===== config.mk =====
export PLATFORM = sky130hd
export DESIGN_NAME = line_draw_sequencer_flat
export DESIGN_NICKNAME = d
export VERILOG_FILES = /design/src/rtl/line_draw_sequencer_if.sv /design/src/rtl/line_draw_sequencer.sv /design/src/flat_wrapper.sv
export SDC_FILE = /design/constraint.sdc
export NUM_CORES = 1
export LEC_CHECK = 0
export CORE_MARGIN = 2
export CORE_UTILIZATION = 50
export CTS_CLUSTER_DIAMETER = 120
export DETAILED_ROUTE_END_ITERATION = 8
export PLACE_DENSITY_LB_ADDON = 0.15
export SYNTH_ARGS = -nofsm -noshare
export SYNTH_HDL_FRONTEND = slang
export SYNTH_SLANG_ARGS = --single-unit

===== constraint.sdc =====
create_clock -name clk -period 4.8 [get_ports clk]
set_input_delay 0.96 -clock clk [delete_from_list [all_inputs] [get_ports clk]]
set_output_delay 0.96 -clock clk [all_outputs]
set_load 0.01 [all_outputs]

===== src/rtl/line_draw_sequencer_if.sv =====
// line_draw_sequencer_if: line request and pixel stream bundle for the line sequencer.
// The slave modport is the sequencer's view; master is the surrounding pipeline's view.
interface line_draw_sequencer_if #(
  parameter int WIDTH = 13
);
  logic             req_valid;
  logic             req_ready;
  logic [WIDTH-1:0] x0;
  logic [WIDTH-1:0] y0;
  logic [WIDTH-1:0] x1;
  logic [WIDTH-1:0] y1;
  logic             pix_valid;
  logic             pix_ready;
  logic [WIDTH-1:0] pix_x;
  logic [WIDTH-1:0] pix_y;
  logic             pix_last;
  logic             busy;
  logic             done;

  modport master (
    output req_valid, x0, y0, x1, y1, pix_ready,
    input  req_ready, pix_valid, pix_x, pix_y, pix_last, busy, done
  );

  modport slave (
    input  req_valid, x0, y0, x1, y1, pix_ready,
    output req_ready, pix_valid, pix_x, pix_y, pix_last, busy, done
  );
endinterface


===== src/rtl/line_draw_sequencer.sv =====
// line_draw_sequencer: Bresenham setup and per-pixel stepping with valid/ready pixel output.
// Define LINE_SEQ_ABORT_EN to add an abort input that drops the line in SETUP1/SETUP2/DRAW.
//
// state  | meaning
// IDLE   | waiting for a line request, req_ready high
// SETUP1 | steep detect, swap x/y of both endpoints when steep
// SETUP2 | order endpoints along x, compute deltas, ystep, initial error
// DRAW   | present one pixel per handshake until x reaches x_end
// DONE   | one-cycle done pulse
module line_draw_sequencer #(
  parameter int WIDTH = 13
) (
  input  logic clk,
  input  logic rst,
`ifdef LINE_SEQ_ABORT_EN
  input  logic abort,
`endif
  line_draw_sequencer_if.slave bus
);

  localparam logic [2:0] ST_IDLE   = 3'd0;
  localparam logic [2:0] ST_SETUP1 = 3'd1;
  localparam logic [2:0] ST_SETUP2 = 3'd2;
  localparam logic [2:0] ST_DRAW   = 3'd3;
  localparam logic [2:0] ST_DONE   = 3'd4;

  logic [2:0]              state_q, state_d;
  logic [WIDTH-1:0]        x0_q, x0_d, y0_q, y0_d, x1_q, x1_d, y1_q, y1_d;
  logic                    steep_q, steep_d;
  logic                    ystep_neg_q, ystep_neg_d;
  logic signed [WIDTH:0]   deltax_q, deltax_d, deltay_q, deltay_d;
  logic signed [WIDTH:0]   error_q, error_d;
  logic [WIDTH-1:0]        x_q, x_d, y_q, y_d, x_end_q, x_end_d;

  logic                    abort_hit;
  logic                    ep_swap;
  logic [WIDTH-1:0]        sx0, sy0, sx1, sy1;
  logic signed [WIDTH:0]   s1_adx, s1_ady, s2_dx, s2_dy, e_next;
  logic                    at_end;

  // Differences are taken one bit wider than the coordinates so they never overflow.
  function automatic logic signed [WIDTH:0] sext(input logic [WIDTH-1:0] v);
    return {v[WIDTH-1], v};
  endfunction

  function automatic logic signed [WIDTH:0] absv(input logic signed [WIDTH:0] v);
    return v[WIDTH] ? -v : v;
  endfunction

`ifdef LINE_SEQ_ABORT_EN
  assign abort_hit = abort && (state_q == ST_SETUP1 || state_q == ST_SETUP2 ||
                               state_q == ST_DRAW);
`else
  assign abort_hit = 1'b0;
`endif

  assign s1_adx  = absv(sext(x1_q) - sext(x0_q));
  assign s1_ady  = absv(sext(y1_q) - sext(y0_q));
  assign ep_swap = $signed(x0_q) > $signed(x1_q);
  assign sx0     = ep_swap ? x1_q : x0_q;
  assign sy0     = ep_swap ? y1_q : y0_q;
  assign sx1     = ep_swap ? x0_q : x1_q;
  assign sy1     = ep_swap ? y0_q : y1_q;
  assign s2_dx   = sext(sx1) - sext(sx0);
  assign s2_dy   = sext(sy1) - sext(sy0);
  assign e_next  = error_q - deltay_q;
  assign at_end  = (x_q == x_end_q);

  always_comb begin
    state_d     = state_q;
    x0_d        = x0_q;
    y0_d        = y0_q;
    x1_d        = x1_q;
    y1_d        = y1_q;
    steep_d     = steep_q;
    ystep_neg_d = ystep_neg_q;
    deltax_d    = deltax_q;
    deltay_d    = deltay_q;
    error_d     = error_q;
    x_d         = x_q;
    y_d         = y_q;
    x_end_d     = x_end_q;
    case (state_q)
      ST_IDLE: begin
        if (bus.req_valid) begin
          x0_d    = bus.x0;
          y0_d    = bus.y0;
          x1_d    = bus.x1;
          y1_d    = bus.y1;
          state_d = ST_SETUP1;
        end
      end
      ST_SETUP1: begin
        steep_d = s1_ady > s1_adx;
        if (s1_ady > s1_adx) begin
          x0_d = y0_q;
          y0_d = x0_q;
          x1_d = y1_q;
          y1_d = x1_q;
        end
        state_d = ST_SETUP2;
      end
      ST_SETUP2: begin
        deltax_d    = s2_dx;
        deltay_d    = absv(s2_dy);
        ystep_neg_d = !($signed(sy0) < $signed(sy1));
        error_d     = s2_dx >>> 1;
        x_d         = sx0;
        y_d         = sy0;
        x_end_d     = sx1;
        state_d     = ST_DRAW;
      end
      ST_DRAW: begin
        if (bus.pix_ready) begin
          if (at_end) begin
            state_d = ST_DONE;
          end else begin
            x_d = x_q + WIDTH'(1);
            if (e_next[WIDTH]) begin
              y_d     = ystep_neg_q ? (y_q - WIDTH'(1)) : (y_q + WIDTH'(1));
              error_d = e_next + deltax_q;
            end else begin
              error_d = e_next;
            end
          end
        end
      end
      ST_DONE: state_d = ST_IDLE;
      default: state_d = ST_IDLE;
    endcase
    if (abort_hit) state_d = ST_IDLE;
  end

  always_ff @(posedge clk) begin
    if (!rst) begin
      state_q     <= ST_IDLE;
      x0_q        <= '0;
      y0_q        <= '0;
      x1_q        <= '0;
      y1_q        <= '0;
      steep_q     <= 1'b0;
      ystep_neg_q <= 1'b0;
      deltax_q    <= '0;
      deltay_q    <= '0;
      error_q     <= '0;
      x_q         <= '0;
      y_q         <= '0;
      x_end_q     <= '0;
    end else begin
      state_q     <= state_d;
      x0_q        <= x0_d;
      y0_q        <= y0_d;
      x1_q        <= x1_d;
      y1_q        <= y1_d;
      steep_q     <= steep_d;
      ystep_neg_q <= ystep_neg_d;
      deltax_q    <= deltax_d;
      deltay_q    <= deltay_d;
      error_q     <= error_d;
      x_q         <= x_d;
      y_q         <= y_d;
      x_end_q     <= x_end_d;
    end
  end

  // Pixel outputs come straight from the registered datapath, so a stall holds them.
  assign bus.req_ready = (state_q == ST_IDLE);
  assign bus.busy      = (state_q != ST_IDLE);
  assign bus.done      = (state_q == ST_DONE);
  assign bus.pix_valid = (state_q == ST_DRAW);
  assign bus.pix_x     = steep_q ? y_q : x_q;
  assign bus.pix_y     = steep_q ? x_q : y_q;
  assign bus.pix_last  = (state_q == ST_DRAW) && at_end;

endmodule


===== src/flat_wrapper.sv =====
// flat-port wrapper written by rule: the top's interface ports become plain ports
module line_draw_sequencer_flat 
#(
  parameter int WIDTH = 13
)
  (clk, rst, bus_req_valid, bus_x0, bus_y0, bus_x1, bus_y1, bus_pix_ready, bus_req_ready, bus_pix_valid, bus_pix_x, bus_pix_y, bus_pix_last, bus_busy, bus_done);
  line_draw_sequencer_if #(.WIDTH(WIDTH)) bus_i ();
  input  logic clk;
  input  logic rst;
  input wire logic [$bits(bus_i.req_valid)-1:0] bus_req_valid;
  input wire logic [$bits(bus_i.x0)-1:0] bus_x0;
  input wire logic [$bits(bus_i.y0)-1:0] bus_y0;
  input wire logic [$bits(bus_i.x1)-1:0] bus_x1;
  input wire logic [$bits(bus_i.y1)-1:0] bus_y1;
  input wire logic [$bits(bus_i.pix_ready)-1:0] bus_pix_ready;
  output wire logic [$bits(bus_i.req_ready)-1:0] bus_req_ready;
  output wire logic [$bits(bus_i.pix_valid)-1:0] bus_pix_valid;
  output wire logic [$bits(bus_i.pix_x)-1:0] bus_pix_x;
  output wire logic [$bits(bus_i.pix_y)-1:0] bus_pix_y;
  output wire logic [$bits(bus_i.pix_last)-1:0] bus_pix_last;
  output wire logic [$bits(bus_i.busy)-1:0] bus_busy;
  output wire logic [$bits(bus_i.done)-1:0] bus_done;
  assign bus_i.req_valid = bus_req_valid;
  assign bus_i.x0 = bus_x0;
  assign bus_i.y0 = bus_y0;
  assign bus_i.x1 = bus_x1;
  assign bus_i.y1 = bus_y1;
  assign bus_i.pix_ready = bus_pix_ready;
  assign bus_req_ready = bus_i.req_ready;
  assign bus_pix_valid = bus_i.pix_valid;
  assign bus_pix_x = bus_i.pix_x;
  assign bus_pix_y = bus_i.pix_y;
  assign bus_pix_last = bus_i.pix_last;
  assign bus_busy = bus_i.busy;
  assign bus_done = bus_i.done;
  line_draw_sequencer #(.WIDTH(WIDTH)) u_core (.clk(clk), .rst(rst), .bus(bus_i));
endmodule

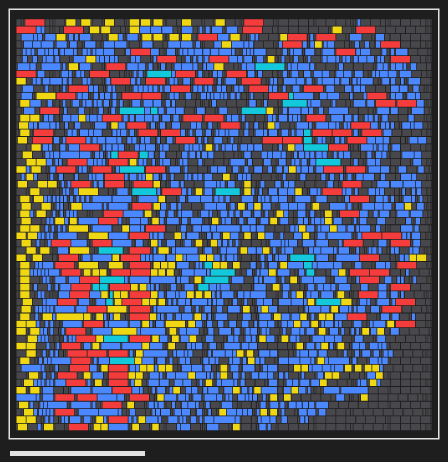
*Cells coloured by class*
Bar = 50 µm. Fill, decap, tap and diode cells in grey.
Key: yellow = other buffers and delay cells [cells 268, share of their area 16%]; blue = combinational and other logic [cells 1352, share of their area 62%]; red = flops [cells 138, share of their area 18%]; cyan = clock drivers and dummy loads [cells 32, share of their area 3.7%]
final non-filler cell area: 15500 µm²
share of cell area taken by flip-flops and latches: 17.9%
FP Rows: 56
Core Area: 23400 µm²

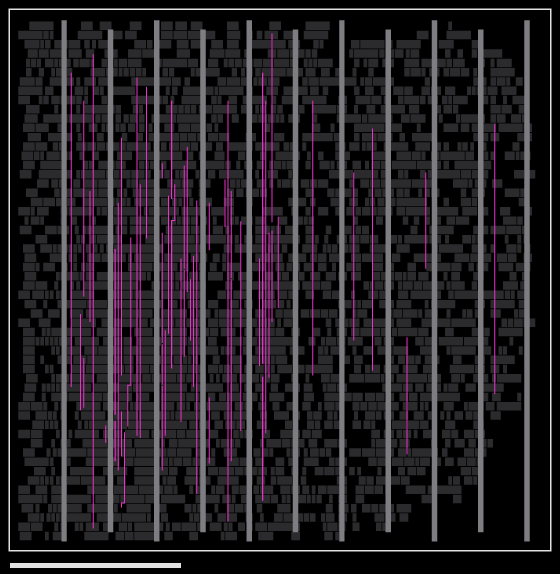
*Signal wires on met4*
Bar = 50 µm. Supply wires on this layer in grey.
The layer carries 2460 µm of wire. The longest straight run is 139 µm. The layer holds 5.6% of the routed length. The wires run mostly vertical. 48 nets have wire on it.

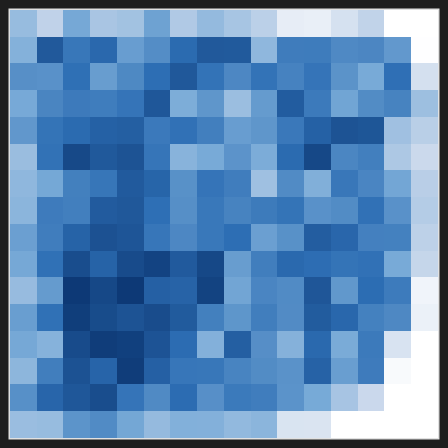
*Local utilization*
16 x 16 tiles, from white (low) to dark blue (high), 0 to 100% covered.
The emptiest ninth of the die: bottom right. The fullest tile reaches 96%. 27% of the tiles are over 75% full. The mean over all tiles is 60%. 4.3% of the tiles are nearly empty.

==> run notes <==
The run gives 34.6% as the total track usage. Counting the warning lines in the Yosys log gives 0. The area overhead of the layout relative to synthesis is 30.1%, and the clock latency of the later-clocked register in the worst-skew pair is 0.44 ns. For the reg-to-reg setup timing slack, the log shows -0.14 ns. The most crowded layer after global routing was met2. The run gives 4 for the H-tree depth. The logs give 3140 µm for the sum of met3 wire segment lengths after detailed routing and 2770 µm² for the combined flip-flop and latch cell area. The run gives 9.56% for the share of synthesized cell area in full adder, half adder and majority cells. The number of DRC violations after detailed-routing iteration 0 was 1032; the pin count of the biggest net entering global routing was 58. For reference, the top cells by area after synthesis are sky130_fd_sc_hd__dfxtp_1 23%, sky130_fd_sc_hd__ha_1 8.7%, sky130_fd_sc_hd__nor2_1 6.6%. The run gives 5.25 ns as the data arrival time at the worst-slack endpoint.

Clock skew on the completed layout was measured at 0.0183 ns. In this run the most critical hold path is launched from u_core.deltax_q[6]. For the number of distinct library cells after synthesis, the log shows 79. The y dimension of the die is 158 µm, and the wire length reported by the detailed router is 44000 µm. Among logic cells in the layout, the one with the most instances is sky130_fd_sc_hd__nor2_1. The largest individual stage delay along the critical path comes from the cell sky130_fd_sc_hd__o41ai_2.

The met2 capacity usage during global routing was 56.7%; the depth of the worst hold-timing path was 2. At the end of the flow, the number of nets in the layout was 1921. In this run the worst setup path terminates at u_core.x1_q[0]. The checks that failed: setup timing.

Critical path startpoint category: a flip-flop. The transition time at the pin with the least slew margin came out at 1.24 ns. The final tally of max-slew violations is 0, and the smallest setup slack after layout is -0.138 ns. The leading register cell type out of synthesis is sky130_fd_sc_hd__dfxtp_1. Per the synth stats, the proportion of register bits with asynchronous set or reset is 0%. In this run the mean area of a mapped cell was 7.51 µm². In the final layout, the share of cells above drive strength 1 is 21.7%.

The run reported a max-capacitance violation count of 0. Per the synthesis report, the single largest cell type by area occupies 23.2% of cell area. OpenSTA, run right after detailed placement, puts the worst setup slack at -0.231 ns. The net count after synthesis is 1730. After detailed routing, the number of remaining DRC violations is 0. The clock passes through at most 2 buffers. According to the floorplan report, the total die area is 25100 µm². Warnings raised by the tools during the run amount to 28.

Sequential cell area fraction in the yosys report: 23.2%. The detailed router placed 12800 vias in this run. The tools report the kind of end point of the critical path as a flip-flop.

The run gives 12000 as the number of global-route vias before repair. After Yosys synthesis, and, or, nand and nor cells account for 21.2% of the synthesized area. Before any placement, the netlist area is recorded as 11900 µm².

Measured in cells, the most critical reg-to-reg path has a length of 25. The first global-routing pass estimated 66300 µm of wire. Once placement completed, the tool counted placed cells totaling 2057. The synthesized design contains 0 enable-type register cells.

The total routed wire length on the met1 layer is 18300 µm. The highest layer touched by signal routing is met4. The run gives 0.40 ns for the biggest cell delay along the critical path. TritonCTS reports the number of clock sinks as 138. In the synthesized netlist, mux cells make up 4.36% of the area. The biggest area contributor in the post-synthesis netlist is sky130_fd_sc_hd__dfxtp_1. With the count of inserted antenna diode cells at 0, the highest net fanout along the worst path is 8.

The average vias per placed instance was 6.08. The flow ran to the end, but the final reports show violations. For this design, the CTS-stage hold fixing added 0 buffers. With the detailed-routing iteration count for the pre-antenna-repair pass at 5, the per-cell routed wire length is 20.9 µm. In this run, the synthesized area fraction spent on AND-OR/OR-AND gates is recorded as 27.4%. Per the timing report, the most critical flop-to-flop path originates at u_core.x1_q[0]. The setup violation total in the final timing report was 52. By instance count after routing, the leading logic cell types are 204 x sky130_fd_sc_hd__nor2_1, 168 x sky130_fd_sc_hd__buf_4, 144 x sky130_fd_sc_hd__nand2_1, 132 x sky130_fd_sc_hd__dfxtp_1, 110 x sky130_fd_sc_hd__a21oi_1.
==> through the flow <==
stage               setup TNS [ns]  cell area [µm²]  hold WS, ns
detailed placement          -11.28            14100        0.453
CTS                          -1.42            15100        0.464
finish                       -4.23            15500        0.466
global placement             -9.21            14100        0.452
floorplan                        0            11900        0.438
global route                -16.87            15500        0.492
==> final cells by class <==
cell class	count	area share, %
clock buffer	18	2.77
timing repair buffer	268	15.4
multi-input combinational	1263	58.3
sequential	138	17.9
inverter	89	2.16
tap	319	2.58
clock inverter	14	0.881
==> cells by family (layout without fill, tap and decap cells) <==
logic type | Yosys count | in the layout
compound gates | 473 | 473
fa+ha+maj | 88 | 88
flops | 138 | 138
mux | 48 | 48
xor+xnor | 110 | 110
simple gates | 544 | 544
buf+inv | 185 | 389
==> state kept, by name, indices dropped and copies added, names as in the netlist <==
register            count
u_core.deltax_q        14
u_core.deltay_q        14
u_core.error_q         14
u_core.state_q          3
u_core.steep_q          1
u_core.x0_q            13
u_core.x1_q            13
u_core.x_end_q         13
u_core.x_q             13
u_core.y0_q            13
u_core.y1_q            13
u_core.y_q             13
u_core.ystep_neg_q      1
==> worst max-delay path, delay by kind of cell, from the launching register on <==
kind	cells	cell delay, ns
buf+inv	7	0.82
flops	1	0.32
compound gates	8	1.67
fa+ha+maj	3	0.77
simple gates	5	1.06
xor+xnor	2	0.16
==> repair_timing <==
item | 4_1_cts | 5_1_grt
gates resized | 60 | 75
endpoints found under the setup margin | 53 | 55
gates cloned | 4 | 0
pin swaps | 41 | 43
setup buffers | 5 | 14
